Figure 1. Floorplan with the power grid (run 1).
Pins as bars on the die edge. Tap cells in grey.
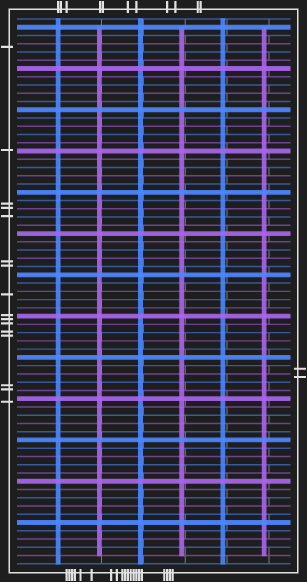
Figure 2. Cells coloured by class (run 1).
Scale bar: 20 microns.
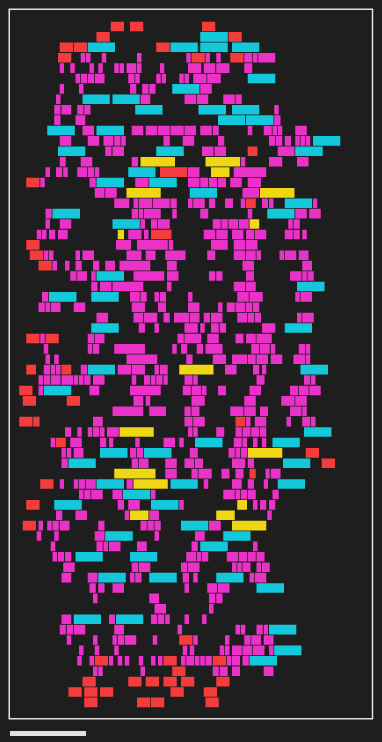
Figure 3. Gate-type map (run 1).
Scale bar: 20 microns.
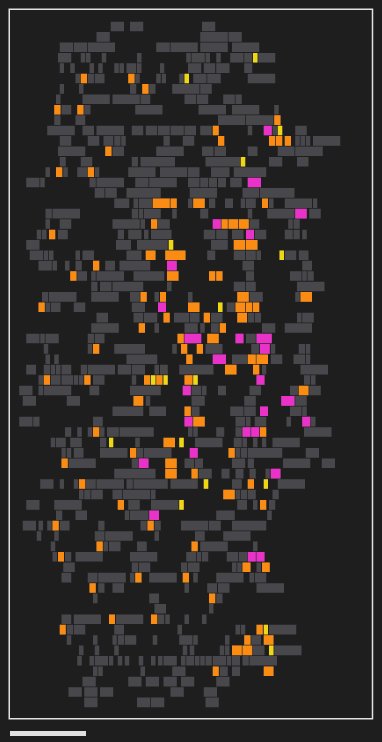
Figure 4. Clock nets (run 1).
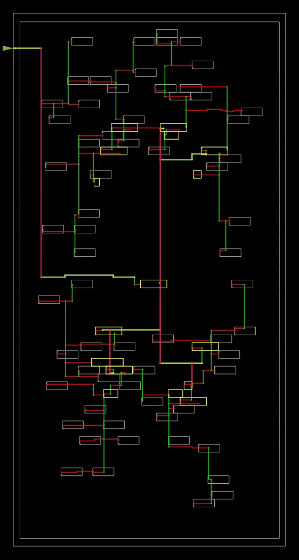
## src/rtl/sent_tx_pkg.sv

```systemverilog
// Shared types, constants and the CRC4 step function for the SENT transmitter.
// The CRC step is computed from the XOR-of-constants form of the lookup table.
package sent_tx_pkg;

    typedef enum logic [2:0] {
        IDLE,
        SYNC,
        STATUS,
        DATA,
        CRC,
        PAUSE
    } tx_state_e;

    localparam logic [3:0] CRC_SEED          = 4'h5;
    localparam int         NIBBLE_BASE_TICKS = 12;
    localparam int         MIN_PAUSE_TICKS   = 12;
    localparam int         NUM_DATA_NIBBLES  = 6;

    // One table step followed by the nibble fold-in: T[crc] ^ nibble.
    function automatic logic [3:0] crc4_step(input logic [3:0] crc, input logic [3:0] nibble);
        logic [3:0] t;
        t = 4'h0;
        if (crc[0]) t = t ^ 4'hD;
        if (crc[1]) t = t ^ 4'h7;
        if (crc[2]) t = t ^ 4'hE;
        if (crc[3]) t = t ^ 4'h1;
        return t ^ nibble;
    endfunction

endpackage

```

## src/rtl/sent_tx_tick_gen.sv

```systemverilog
// SENT tick divider: strobes tick on the wrap cycle of a 0..TICK_DIV-1 counter.
// restart forces the count back to 0 so a new frame starts on a clean tick boundary.
module sent_tx_tick_gen #(
    parameter int TICK_DIV = 3
) (
    input  logic clk_tx,
    input  logic reset_tx,
    input  logic restart,
    output logic tick
);

    localparam int            CW   = (TICK_DIV > 1) ? $clog2(TICK_DIV) : 1;
    localparam logic [CW-1:0] LAST = CW'(TICK_DIV - 1);

    logic [CW-1:0] cnt_q;
    logic [CW-1:0] cnt_d;

    always_comb begin
        cnt_d = cnt_q + 1'b1;
        if (restart || (cnt_q == LAST)) begin
            cnt_d = '0;
        end
    end

    always_ff @(posedge clk_tx) begin
        if (reset_tx) begin
            cnt_q <= '0;
        end else begin
            cnt_q <= cnt_d;
        end
    end

    assign tick = (cnt_q == LAST);

endmodule

```

## src/rtl/sent_tx_pulse_gen.sv

```systemverilog
// SENT transmitter: turns one accepted frame into sync, status, six data, CRC
// and optional pause pulses on data_pulse, with back-to-back frame chaining.
module sent_tx_pulse_gen
    import sent_tx_pkg::*;
#(
    parameter int TICK_DIV   = 3,
    parameter int LOW_TICKS  = 5,
    parameter int SYNC_TICKS = 56
) (
    input  logic        clk_tx,
    input  logic        reset_tx,
    input  logic        frame_valid,
    output logic        frame_ready,
    input  logic [3:0]  status_nibble,
    input  logic [23:0] data_nibbles,
    input  logic [9:0]  pause_ticks,
    output logic        data_pulse,
    output logic        busy,
    output logic        frame_done,
    output logic [3:0]  crc_sent
);

    tx_state_e   state_q, state_d;
    logic [9:0]  period_cnt_q, period_cnt_d;
    logic [2:0]  nib_idx_q, nib_idx_d;
    logic [3:0]  status_q, status_d;
    logic [23:0] data_q, data_d;
    logic [9:0]  pause_q, pause_d;
    logic [3:0]  crc_acc_q, crc_acc_d;
    logic [3:0]  crc_sent_q, crc_sent_d;
    logic        data_pulse_q, data_pulse_d;

    logic        tick;
    logic        accept;
    logic        period_end;
    logic        final_period;
    logic        last_clk;
    logic [9:0]  period_len;
    logic [9:0]  pause_clamped;
    logic [3:0]  data_nib [NUM_DATA_NIBBLES];

    sent_tx_tick_gen #(
        .TICK_DIV (TICK_DIV)
    ) u_tick_gen (
        .clk_tx   (clk_tx),
        .reset_tx (reset_tx),
        .restart  (accept),
        .tick     (tick)
    );

    // Nibble 1 sits in the top bits and is transmitted first.
    for (genvar gi = 0; gi < NUM_DATA_NIBBLES; gi++) begin : g_nib
        assign data_nib[gi] = data_q[(NUM_DATA_NIBBLES - 1 - gi) * 4 +: 4];
    end

    always_comb begin
        period_len = 10'd0;
        case (state_q)
            SYNC:    period_len = 10'(SYNC_TICKS);
            STATUS:  period_len = 10'(NIBBLE_BASE_TICKS) + {6'd0, status_q};
            DATA:    period_len = 10'(NIBBLE_BASE_TICKS) + {6'd0, data_nib[nib_idx_q]};
            CRC:     period_len = 10'(NIBBLE_BASE_TICKS) + {6'd0, crc_sent_q};
            PAUSE:   period_len = pause_q;
            default: period_len = 10'd0;
        endcase
    end

    always_comb begin
        pause_clamped = pause_ticks;
        if ((pause_ticks != 10'd0) && (pause_ticks < 10'(MIN_PAUSE_TICKS))) begin
            pause_clamped = 10'(MIN_PAUSE_TICKS);
        end
    end

    assign period_end   = tick && (state_q != IDLE) && (period_cnt_q == period_len - 10'd1);
    assign final_period = (state_q == PAUSE) || ((state_q == CRC) && (pause_q == 10'd0));
    assign last_clk     = period_end && final_period;
    assign frame_ready  = (state_q == IDLE) || last_clk;
    assign accept       = frame_valid && frame_ready;

    always_comb begin
        state_d      = state_q;
        period_cnt_d = period_cnt_q;
        nib_idx_d    = nib_idx_q;
        status_d     = status_q;
        data_d       = data_q;
        pause_d      = pause_q;
        crc_acc_d    = crc_acc_q;
        crc_sent_d   = crc_sent_q;

        if (tick && (state_q != IDLE)) begin
            period_cnt_d = period_cnt_q + 10'd1;
        end

        if (period_end) begin
            period_cnt_d = 10'd0;
            case (state_q)
                SYNC: state_d = STATUS;
                STATUS: begin
                    state_d   = DATA;
                    nib_idx_d = 3'd0;
                    crc_acc_d = crc4_step(crc_acc_q, data_nib[0]);
                end
                DATA: begin
                    if (nib_idx_q == 3'(NUM_DATA_NIBBLES - 1)) begin
                        // Augmentation step: one more table pass with a zero nibble.
                        state_d    = CRC;
                        crc_sent_d = crc4_step(crc_acc_q, 4'h0);
                    end else begin
                        nib_idx_d = nib_idx_q + 3'd1;
                        crc_acc_d = crc4_step(crc_acc_q, data_nib[nib_idx_q + 3'd1]);
                    end
                end
                CRC:     state_d = (pause_q != 10'd0) ? PAUSE : IDLE;
                default: state_d = IDLE;
            endcase
        end

        if (accept) begin
            state_d      = SYNC;
            period_cnt_d = 10'd0;
            nib_idx_d    = 3'd0;
            status_d     = status_nibble;
            data_d       = data_nibbles;
            pause_d      = pause_clamped;
            crc_acc_d    = CRC_SEED;
        end

        // Registered from next-state values so the line edge lines up with the state change.
        data_pulse_d = (state_d == IDLE) || (period_cnt_d >= 10'(LOW_TICKS));
    end

    always_ff @(posedge clk_tx) begin
        if (reset_tx) begin
            state_q      <= IDLE;
            period_cnt_q <= 10'd0;
            nib_idx_q    <= 3'd0;
            status_q     <= 4'h0;
            data_q       <= 24'h0;
            pause_q      <= 10'd0;
            crc_acc_q    <= 4'h0;
            crc_sent_q   <= 4'h0;
            data_pulse_q <= 1'b1;
        end else begin
            state_q      <= state_d;
            period_cnt_q <= period_cnt_d;
            nib_idx_q    <= nib_idx_d;
            status_q     <= status_d;
            data_q       <= data_d;
            pause_q      <= pause_d;
            crc_acc_q    <= crc_acc_d;
            crc_sent_q   <= crc_sent_d;
            data_pulse_q <= data_pulse_d;
        end
    end

    assign data_pulse = data_pulse_q;
    assign busy       = (state_q != IDLE);
    assign frame_done = last_clk;
    assign crc_sent   = crc_sent_q;

endmodule

```

## config.mk

```make
export PLATFORM = sky130hd
export DESIGN_NAME = sent_tx_pulse_gen
export DESIGN_NICKNAME = d
export VERILOG_FILES = /design/src/rtl/sent_tx_pkg.sv /design/src/rtl/sent_tx_tick_gen.sv /design/src/rtl/sent_tx_pulse_gen.sv
export SDC_FILE = /design/constraint.sdc
export NUM_CORES = 1
export LEC_CHECK = 0
export CAP_MARGIN = 40
export CELL_PAD_IN_SITES_DETAIL_PLACEMENT = 0
export CELL_PAD_IN_SITES_GLOBAL_PLACEMENT = 1
export CORE_ASPECT_RATIO = 2
export CORE_MARGIN = 2
export CORE_UTILIZATION = 30
export DETAILED_ROUTE_END_ITERATION = 6
export HOLD_SLACK_MARGIN = 0.15
export PLACE_DENSITY = 0.64
export SLEW_MARGIN = 20
export SYNTH_ARGS = -nofsm -noshare
export SYNTH_HDL_FRONTEND = slang
export SYNTH_SLANG_ARGS = --single-unit
```

## constraint.sdc

```tcl
create_clock -name clk_tx -period 10.1 [get_ports clk_tx]
set_clock_uncertainty 0.2 [all_clocks]
set_input_delay 2.02 -clock clk_tx [delete_from_list [all_inputs] [get_ports clk_tx]]
set_output_delay 2.02 -clock clk_tx [all_outputs]
set_load 0.02 [all_outputs]
```

==> notes.md, run 1 <==
impl run done, here's what came out: Min Clock Period, post-route=between 7 and 8 ns, Critical Path End=frame_done, Final Hold Fails=0, diodes inserted=0, WL per Instance=~19 microns, detailed-route DRC error count=0, Post-Syn Area per Cell=approximately 7.4 sq um, maximum clock frequency=0.137 GHz, Worst Slack Setup Final=~2.8 ns, asr flop ratio synth=0%, met2 routed WL=9010 microns, clock-pin slew on the worst setup and hold paths=~0.06 ns, met3 wire len=between 300 and 400 microns, outcome=complete, no violations, Hold Path Stages=1, final setup vio count=0, vias in the first global route=4899, Top FF cell, synth=dfxtp_1, placed cells=869, Signal inverters=17, # Cells Yosys=between 600 and 700, Starting DRT DRC Count=roughly 230, area growth from synthesis to layout=18.5%, clk buf depth=2, power per cell area=between 100 and 150 nW/um^2, row count=approximately 66, core area=roughly 16000 sq um, Post-CTS Setup Inserts=0, WL met1=5980 microns, Top Consumer=clock, synth cell count leaders=nand2_1 (95), nor2_1 (70), dfxtp_1 (65), GR Util All Layers=approximately a fifth, Critical Path Fanout Max=21, top area contributor share=26.4%, CP arrival=5.09 ns, Reg2Reg Setup Slack=around 5.1 ns, number of enable flip-flop cells=0, most common cell in the netlist=nand2_1, Pwr Total=approximately 770 uW, initial antenna violation count=0, max-slew violations=0, Hold Path Class=reg2reg, share of layout cells above drive strength 1=around 7.5%, cell accounting for the most synthesized area=dfxtp_1, total wire length=16400 microns, Cells after Synth=~660, Reg power frac=between 30% and 40%, Top Layer Used=met4, post-detail-place hpwl=about 12000 microns, CTS Hold Buffers Added=0, netlist area before placement=between 4000 and 5000 sq um, First-pass DRT Iterations=4, Int Power=around 550 uW, Core Util at FP=between 30 and 40%, first-pass GRT wire length=roughly 26000 microns, clock share of power=between 40% and 50%, Tap Cells=between 200 and 250, Clock Sink Count=65, crit path cell chain=nand3b_1 -> or3_1 -> o21ai_0 -> a21oi_1 -> ha_1 -> or4b_1 -> o221ai_1 -> xor2_1 -> a311oi_1 -> a41oi_1 -> nor4b_4 -> nand2_2 -> nor2_1 -> clkdlybuf4s50_1, RR Endpoint=state_q[1], CP max stage cell=dfxtp_1, CP Depth=14, worst rel slew slack=50.2%, Hold Startpoint=u_tick_gen.cnt_q[0], clock latency at the later pin of the worst-skew pair=approximately 0.34 ns, sequential portion of the cell area=22.3%, Logic power comb=141 uW, Routed Antenna Nets=0, Sw Ratio=between 20 and 30%, hold slack final=around 0.22 ns, Comb power frac=18.3%, htree depth=3, GRT met1 Usage=around 20%, DP Worst Slack=3.19 ns, routed vias/inst=between 5 and 6, sequential power=approximately 300 uW, root buffer cell=clkbuf_16, reg2reg start=state_q[0], Yosys warning total=0, quantity of gates resized following cts=0, Signal buf overhead=a little under a tenth, met2 Usage GRT=a little under two fifths, top-level I/O count=49, max reg flops=24, CP bufs+invs=1, Logic area=~3400 sq um, Final #Nets=around 720, Seq share, synth=between 20% and 30%, RSZ-0062 raised after global routing=false, top cell family by delay on the critical path=simple AND/OR/NAND/NOR gates, Reg area=approximately 1300 sq um, tool warnings=27, ClkCell Share=around 5.4%, Comb gates=527, Clock Power=335 uW, yosys stat chip area=just under 5000 sq um, grt met3 use=2.20%, Port Buffer Count=about 48, P_leak=approximately 0.0021 uW, largest stage delay on the critical path=0.77 ns, sw power=226 uW, worst slew pin tran=between 0.7 and 0.8 ns, CP Class=reg2out, top cell category=multi-input combinational cells, Filler Cells Inserted=1757, syn nets=around 710, RePlAce Congestion=a little over 0.9, CP Launch Type=flip-flop, crit end category=primary output, reg2reg path depth=15, via count=a little under 5000, Final period util=72.4%, Distinct cells, synth=roughly 63, Post-synth area hogs=dfxtp_1 (26%), nand2_1 (7.2%), nand4b_1 (5.9%), Worst Setup SP=state_q[0], Placed Area=~5500 sq um, DIE AREA=about 18000 sq um, CTS tree=done, Sum Neg Setup Slack=0 ns, Max-cap violations=0, WP data required=around 7.9 ns, busiest grt layer=met2, cts bufs inserted=9, Seq cells post-synth=65, Hold Path End=u_tick_gen.cnt_q[0], GR Overflow Total=0, Buffers, non-clock=roughly 56, largest net degree at the start of global routing=~73
-- Figure 1 (at the start) --
colour	net
purple	VDD
blue	VSS
met4 straps	6
rows	66
die width: 94.6 microns
maximum VDD drop: 0.0782 mV

-- Figure 2 (at the start) --
colour	class	cells
cyan	sequential cells	65
red	remaining buffers and delay cells	56
magenta	combinational and other logic	544
yellow	clock drivers and dummy loads	16
post-route core utilization: 36.1%
fin area: 5840 sq um

-- Figure 3 (at the start) --
colour	family	cells	most used
orange	aoi and oai cells	100	a21oi_1
yellow	inv cells	17	inv_1
magenta	and/or cells	26	and3_1
non-filler cells, final: 885
dominant logic cell type in the layout: nand2_1
multi-input combinational area share: 57.4%

-- Figure 4 (at the start) --
clock buffers: 12
Seq cells: 65

run 1: cells in the final DEF (no fill, tap or decap), drive strengths merged, types with 3 or more instances in the layout:
master,n
o211ai,4
o21ai,16
clkbuf,12
ha,6
clkdlybuf4s50,46
mux4,8
o221ai,3
mux2,4
nand4,9
dfxtp,65
a21oi,53
buf,10
xor2,13
nand2b,11
nand4b,33
o21a,3
and2,5
nand3,46
nor2,70
inv,17
a311oi,3
a211oi,6
nor3,10
nor2b,3
and3,6
o22ai,4
nor3b,35
nand2,96
xnor2,22
nor4,5
mux2i,16
or4,5
run 1: logic make-up after synthesis:
kind of cell,Yosys count,synth area share (%)
buf+inv,71,5.67
simple gates,347,38.1
mux,28,7.83
xor+xnor,35,6.22
flops,65,26.4
fa+ha+maj,6,1.52
compound gates,111,14.3
## Run 2: what changed since run 1
==> constraint.sdc (replaced) <==
create_clock -name clk_tx -period 7.61 [get_ports clk_tx]
set_clock_uncertainty 0.2 [all_clocks]
set_input_delay 1.522 -clock clk_tx [delete_from_list [all_inputs] [get_ports clk_tx]]
set_output_delay 1.522 -clock clk_tx [all_outputs]
set_load 0.02 [all_outputs]
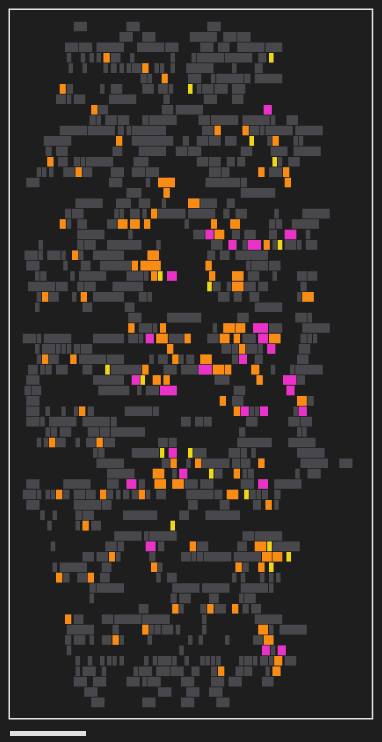
Figure 5: run 2, gate-type map.
Scale bar: 20 microns.
colour	family	cells	most used
orange	aoi and oai cells	100	a21oi_1
yellow	inv cells	17	inv_1
magenta	and/or cells	26	and3_1
non-filler cells, final: 884
multi-input combinational area share: 57.9%

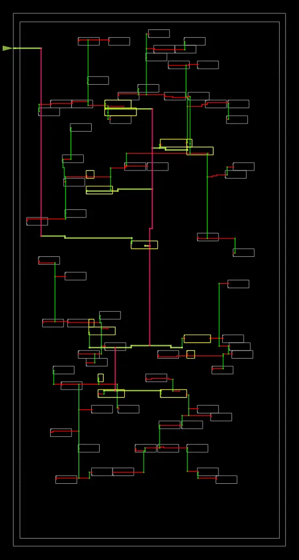
Figure 6: run 2, clock nets.
Clock Power: 413 uW
cts bufs inserted: 9
clock buffers: 9

==> run 2 against run 1 <==
Register-to-register slack got worse by 2.7 ns. Critical path depth unchanged. Clock power grew 23%. Total power increased by 28%. Sequential share of layout area grew 0.19 points. First-iteration DRC count up 32%. Count of clock-buffer cells in the layout decreased by 3. Global-route usage down 0.29 points. Combinational power up 33%. Die area stayed put. Wire length shrank 0.11%. Setup slack lost 2.0 ns. Largest cell class unchanged. Largest power group unchanged.
==> notes.md, run 2 <==
impl run done, here's what came out: Core Util at FP=30.4% (unchanged), max-slew violations=0 (unchanged), GR Overflow Total=0 (unchanged), Logic power comb=188 uW (+33%), GRT met1 Usage=19.2% (-0.47 points), maximum VDD drop=0.123 mV (+57%), vias in the first global route=4773 (-2.6%), CP arrival=5.06 ns (-0.03 ns), outcome=complete, no violations, final setup vio count=0 (unchanged), Top FF cell, synth=dfxtp_1, Reg area=1300 sq um (unchanged), Worst Slack Setup Final=0.823 ns (-1.97 ns), GR Util All Layers=19.3% (-0.29 points), met2 routed WL=9260 microns (+2.8%), Seq cells=65 (unchanged), CP max stage cell=dfxtp_1, Yosys warning total=0 (unchanged), diodes inserted=0 (unchanged), DP Worst Slack=1.21 ns (-1.99 ns), RSZ-0062 raised after global routing=false, most numerous logic cells after layout=nand2_1 (95), nor2_1 (70), dfxtp_1 (65), first-pass GRT wire length=25600 microns (-2.3%), quantity of gates resized following cts=0 (unchanged), Reg power frac=39.6% (+1.2 points), Post-CTS Setup Inserts=0 (unchanged), Filler Cells Inserted=1769 (+0.68%), share of layout cells above drive strength 1=7.35% (-0.14 points), Hold Path Class=reg2reg, grt met3 use=2.85% (+0.65 points), Clock Sink Count=65 (unchanged), largest stage delay on the critical path=0.80 ns (+0.03 ns), top-level I/O count=49 (unchanged), CTS Hold Buffers Added=0 (unchanged), crit end category=primary output, Final #Nets=723 (unchanged), asr flop ratio synth=0% (unchanged), CP Launch Type=flip-flop, Buffers, non-clock=56 (unchanged), Min Clock Period, post-route=slightly below 7 ns, synth cell count leaders=nand2_1 (95), nor2_1 (70), dfxtp_1 (65), cell accounting for the most synthesized area=dfxtp_1, busiest grt layer=met2, WL per Instance=18.5 microns (about the same), syn nets=710 (unchanged), # Cells Yosys=663 (unchanged), Signal buf overhead=9.21% (-0.22 points), WP data required=5.89 ns (-1.99 ns), routed vias/inst=5.56 (+1.1%), Max-cap violations=0 (unchanged), worst slew pin tran=0.825 ns (+0.0785 ns), post-detail-place hpwl=12100 microns (+0.50%), Sum Neg Setup Slack=0 ns (unchanged), P_leak=0.00206 uW (-0.79%), met2 Usage GRT=37.1% (+0.34 points), Routed Antenna Nets=0 (unchanged), Post-Syn Area per Cell=7.43 sq um (unchanged), via count=4918 (+0.94%), CP bufs+invs=1 (unchanged), most common cell in the netlist=nand2_1, Pwr Total=995 uW (+28%), Seq share, synth=26.4% (unchanged), maximum clock frequency=0.147 GHz, Post-synth area hogs=dfxtp_1 (26%), nand2_1 (7.2%), nand4b_1 (5.9%), placed cells=869 (unchanged), Top Layer Used=met4, max reg flops=24 (unchanged), row count=66 (unchanged), Logic area=3350 sq um (unchanged), Tap Cells=204 (unchanged), DIE AREA=17500 sq um (unchanged), Final period util=approximately nine tenths, CTS tree=done, top cell family by delay on the critical path=simple AND/OR/NAND/NOR gates, RePlAce Congestion=0.983 (+5.8%), tool warnings=27 (unchanged), Distinct cells, synth=63 (unchanged), Placed Area=5500 sq um (-0.32%), Top Consumer=clock, fin area=5790 sq um (-0.84%), top area contributor share=26.4% (unchanged), CP Class=reg2out, number of enable flip-flop cells=0 (unchanged), met3 wire len=427 microns (+17%), core area=16200 sq um (unchanged), Seq cells post-synth=65 (unchanged), Starting DRT DRC Count=306 (+32%), clk buf depth=2 (unchanged), Sw Ratio=29.8% (+0.63 points), Int Power=698 uW (+27%), htree depth=3 (unchanged), largest net degree at the start of global routing=73 (unchanged), sequential portion of the cell area=22.5% (+0.19 points), Critical Path Fanout Max=21 (unchanged), WL met1=5870 microns (-1.9%), netlist area before placement=4920 sq um (unchanged), sequential power=394 uW (+33%), initial antenna violation count=0 (unchanged), worst rel slew slack=44.4% (-5.8 points), top cell category=multi-input combinational cells, First-pass DRT Iterations=5 (+1), power per cell area=172 nW/um^2 (+30%), Final Hold Fails=0 (unchanged), detailed-route DRC error count=0 (unchanged), crit path cell chain=nand3b_1 -> or3_1 -> o21ai_0 -> a21oi_1 -> ha_1 -> or4b_1 -> o221ai_1 -> xor2_1 -> a311oi_1 -> a41oi_1 -> nor4b_4 -> nand2_2 -> nor2_1 -> clkdlybuf4s50_1, yosys stat chip area=4920 sq um (unchanged), clock-pin slew on the worst setup and hold paths=0.06 ns (about the same), Signal inverters=17 (unchanged), Comb power frac=18.9% (+0.6 points), root buffer cell=clkbuf_16, die width=94.6 microns (unchanged), total wire length=16400 microns (-0.11%), ClkCell Share=4.93% (-0.49 points), Port Buffer Count=48 (unchanged), Comb gates=527 (unchanged), dominant logic cell type in the layout=nand2_1
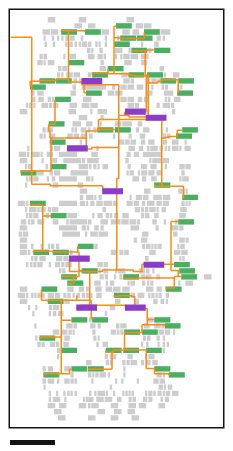
Figure 7: run 2, routed clock nets over the placement.
Scale bar: 20 microns.
[orange] clock wires | length: 1110 microns
[purple] clock drivers | count: 9
[green] flip-flops | count: 65
routed clock nets	10
clock share of power: 41.5%
clock latency at the later pin of the worst-skew pair: 0.34 ns

## run 2: path summary, 6_finish.rpt
| path | from | endpoint | slack, ns | cells past startpoint |
|---|---|---|---|---|
| setup / recovery | state_q[0] | frame_done | 0.82 | 14 |
| hold / removal | u_tick_gen.cnt_q[0] | u_tick_gen.cnt_q[0] | 0.22 | 1 |
| setup reg to reg | state_q[0] | nib_idx_q[0] | 2.38 | 15 |
| hold reg to reg | u_tick_gen.cnt_q[0] | u_tick_gen.cnt_q[0] | 0.22 | 1 |
## run 2: logic make-up after synthesis
logic type      count (synthesis)  synth area share [%]
compound gates                111                  14.3
xor+xnor                       35                  6.22
fa+ha+maj                       6                  1.52
buf+inv                        71                  5.67
flops                          65                  26.4
mux                            28                  7.83
simple gates                  347                  38.1
## Run 3: what changed since run 2
--- a/config.mk
+++ b/config.mk
@@ -10,10 +10,10 @@
 export CELL_PAD_IN_SITES_GLOBAL_PLACEMENT = 1
 export CORE_ASPECT_RATIO = 2
 export CORE_MARGIN = 2
-export CORE_UTILIZATION = 30
+export CORE_UTILIZATION = 31
 export DETAILED_ROUTE_END_ITERATION = 6
 export HOLD_SLACK_MARGIN = 0.15
-export PLACE_DENSITY = 0.64
+export PLACE_DENSITY = 0.66
 export SLEW_MARGIN = 20
 export SYNTH_ARGS = -nofsm -noshare
 export SYNTH_HDL_FRONTEND = slang
==> run 3 against run 2 <==
Via count increased by 1.0%. Largest power group unchanged. Global-route usage increased by 0.44 points. Register-to-register slack about the same. Worst hold slack got worse by 0.0038 ns. Core utilization increased by 1.3 points. Largest cell class unchanged. First-iteration DRC count decreased by 5.6%.
==> notes.md, run 3 <==
impl run done, here's what came out: outcome=complete, no violations, top cell family by delay on the critical path=simple AND/OR/NAND/NOR gates, WP data required=5.89 ns (about the same), Hold Path End=u_tick_gen.cnt_q[0], Distinct cells, synth=63 (unchanged), vias in the first global route=4734 (-0.82%), total wire length=16500 microns (+0.47%), Final #Nets=723 (unchanged), crit path cell chain=nand3b_1 -> or3_1 -> o21ai_0 -> a21oi_1 -> ha_1 -> or4b_1 -> o221ai_1 -> xor2_1 -> a311oi_1 -> a41oi_1 -> nor4b_4 -> nand2_2 -> nor2_1 -> clkdlybuf4s50_1, RSZ-0062 raised after global routing=false, syn nets=710 (unchanged), clock-pin slew on the worst setup and hold paths=0.05 ns (about the same), quantity of gates resized following cts=0 (unchanged), clock latency at the later pin of the worst-skew pair=0.34 ns (about the same), met2 routed WL=8910 microns (-3.8%), initial antenna violation count=0 (unchanged), ClkCell Share=5.31% (+0.38 points), Port Buffer Count=48 (unchanged), sequential portion of the cell area=22.4% (-0.12 points), largest stage delay on the critical path=0.79 ns (about the same), Hold Path Class=reg2reg, row count=65 (-1.5%), Sum Neg Setup Slack=0 ns (unchanged), Min Clock Period, post-route=6.85 ns (+0.0613 ns), GR Util All Layers=19.8% (+0.44 points), top cell category=multi-input combinational cells, GRT met1 Usage=20.0% (+0.81 points), via count=4967 (+1.0%), DIE AREA=17000 sq um (-3.1%), Yosys warning total=0 (unchanged), RePlAce Congestion=0.955 (-2.8%), CP Launch Type=flip-flop, most numerous logic cells after layout=nand2_1 (95), nor2_1 (70), dfxtp_1 (65), Buffers, non-clock=56 (unchanged), routed vias/inst=5.63 (+1.2%), Post-Syn Area per Cell=7.43 sq um (unchanged), yosys stat chip area=4920 sq um (unchanged), DP Worst Slack=1.23 ns (+0.0217 ns), max-slew violations=0 (unchanged), Placed Area=5510 sq um (+0.11%), most common cell in the netlist=nand2_1, Pwr Total=1020 uW (+2.4%), Worst Slack Setup Final=0.762 ns (-0.0613 ns), Final period util=90.0% (+0.81 points), CTS Hold Buffers Added=0 (unchanged), CP arrival=5.13 ns (+0.07 ns), P_leak=0.00208 uW (+0.81%), Max-cap violations=0 (unchanged), Signal inverters=17 (unchanged), diodes inserted=0 (unchanged), number of enable flip-flop cells=0 (unchanged), Reg area=1300 sq um (unchanged), largest net degree at the start of global routing=73 (unchanged), CP max stage cell=dfxtp_1, post-detail-place hpwl=12300 microns (+1.1%), Hold Startpoint=u_tick_gen.cnt_q[0], Routed Antenna Nets=0 (unchanged), grt met3 use=2.39% (-0.45 points), Seq cells=65 (unchanged), Seq share, synth=26.4% (unchanged), CP bufs+invs=1 (unchanged), Filler Cells Inserted=1668 (-5.7%), Final Hold Fails=0 (unchanged), root buffer cell=clkbuf_16, top-level I/O count=49 (unchanged), Tap Cells=201 (-1.5%), tool warnings=27 (unchanged), worst rel slew slack=51.2% (+6.8 points)
run 3: cell counts after synthesis:
Identical to the previous run, type by type.
run 3: power by group through the flow:
| stage | combinational [uW] | clock, uW | sequential (uW) |
|---|---|---|---|
| after floorplan | 132 | 0 | 386 |
| after global placement | 185 | 0 | 400 |
| after detailed placement | 188 | 0 | 402 |
| after CTS | 189 | 444 | 394 |
| after global routing | 207 | 456 | 398 |
| final | 188 | 436 | 394 |
run 3: worst max-delay path by stage:
stage	slack, ns	endpoint	cells after the start
6_report	0.76	frame_done	14
5_1_grt	0.40	frame_done	14
4_1_cts	0.84	frame_done	14
3_5_place_dp	1.23	frame_done	14
3_3_place_gp	1.32	frame_done	14
2_1_floorplan	1.98	frame_ready	16
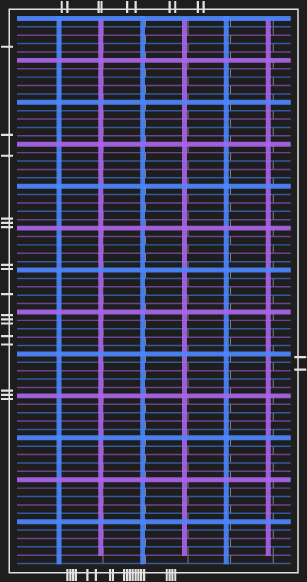
Figure 8: run 3, floorplan with the power grid.
Pins as bars on the die edge. Tap cells in grey.
colour	net
blue	VSS
purple	VDD
rows	65
met4 straps	6
tap cells	201
met1 rails	66
maximum VDD drop: 0.0842 mV
core area: 15700 sq um
die width: 93.1 microns

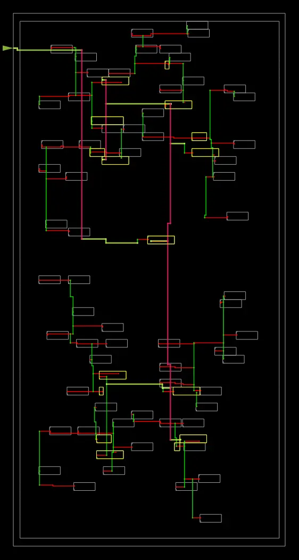
Figure 9: run 3, clock nets.
Clock Sink Count: 65
clock buffers: 14
Clock Power: 436 uW

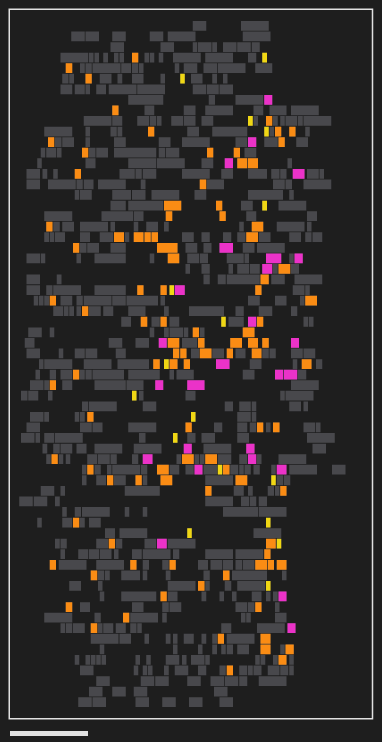
Figure 10: run 3, gate-type map.
Scale bar: 20 microns.
colour	family	cells	most used
magenta	and/or cells	26	and3_1
yellow	inv cells	17	inv_1
orange	aoi and oai cells	100	a21oi_1
multi-input combinational area share: 57.6%
non-filler cells, final: 882

Power figures rest on the tool's default switching activity, not on a simulated workload.
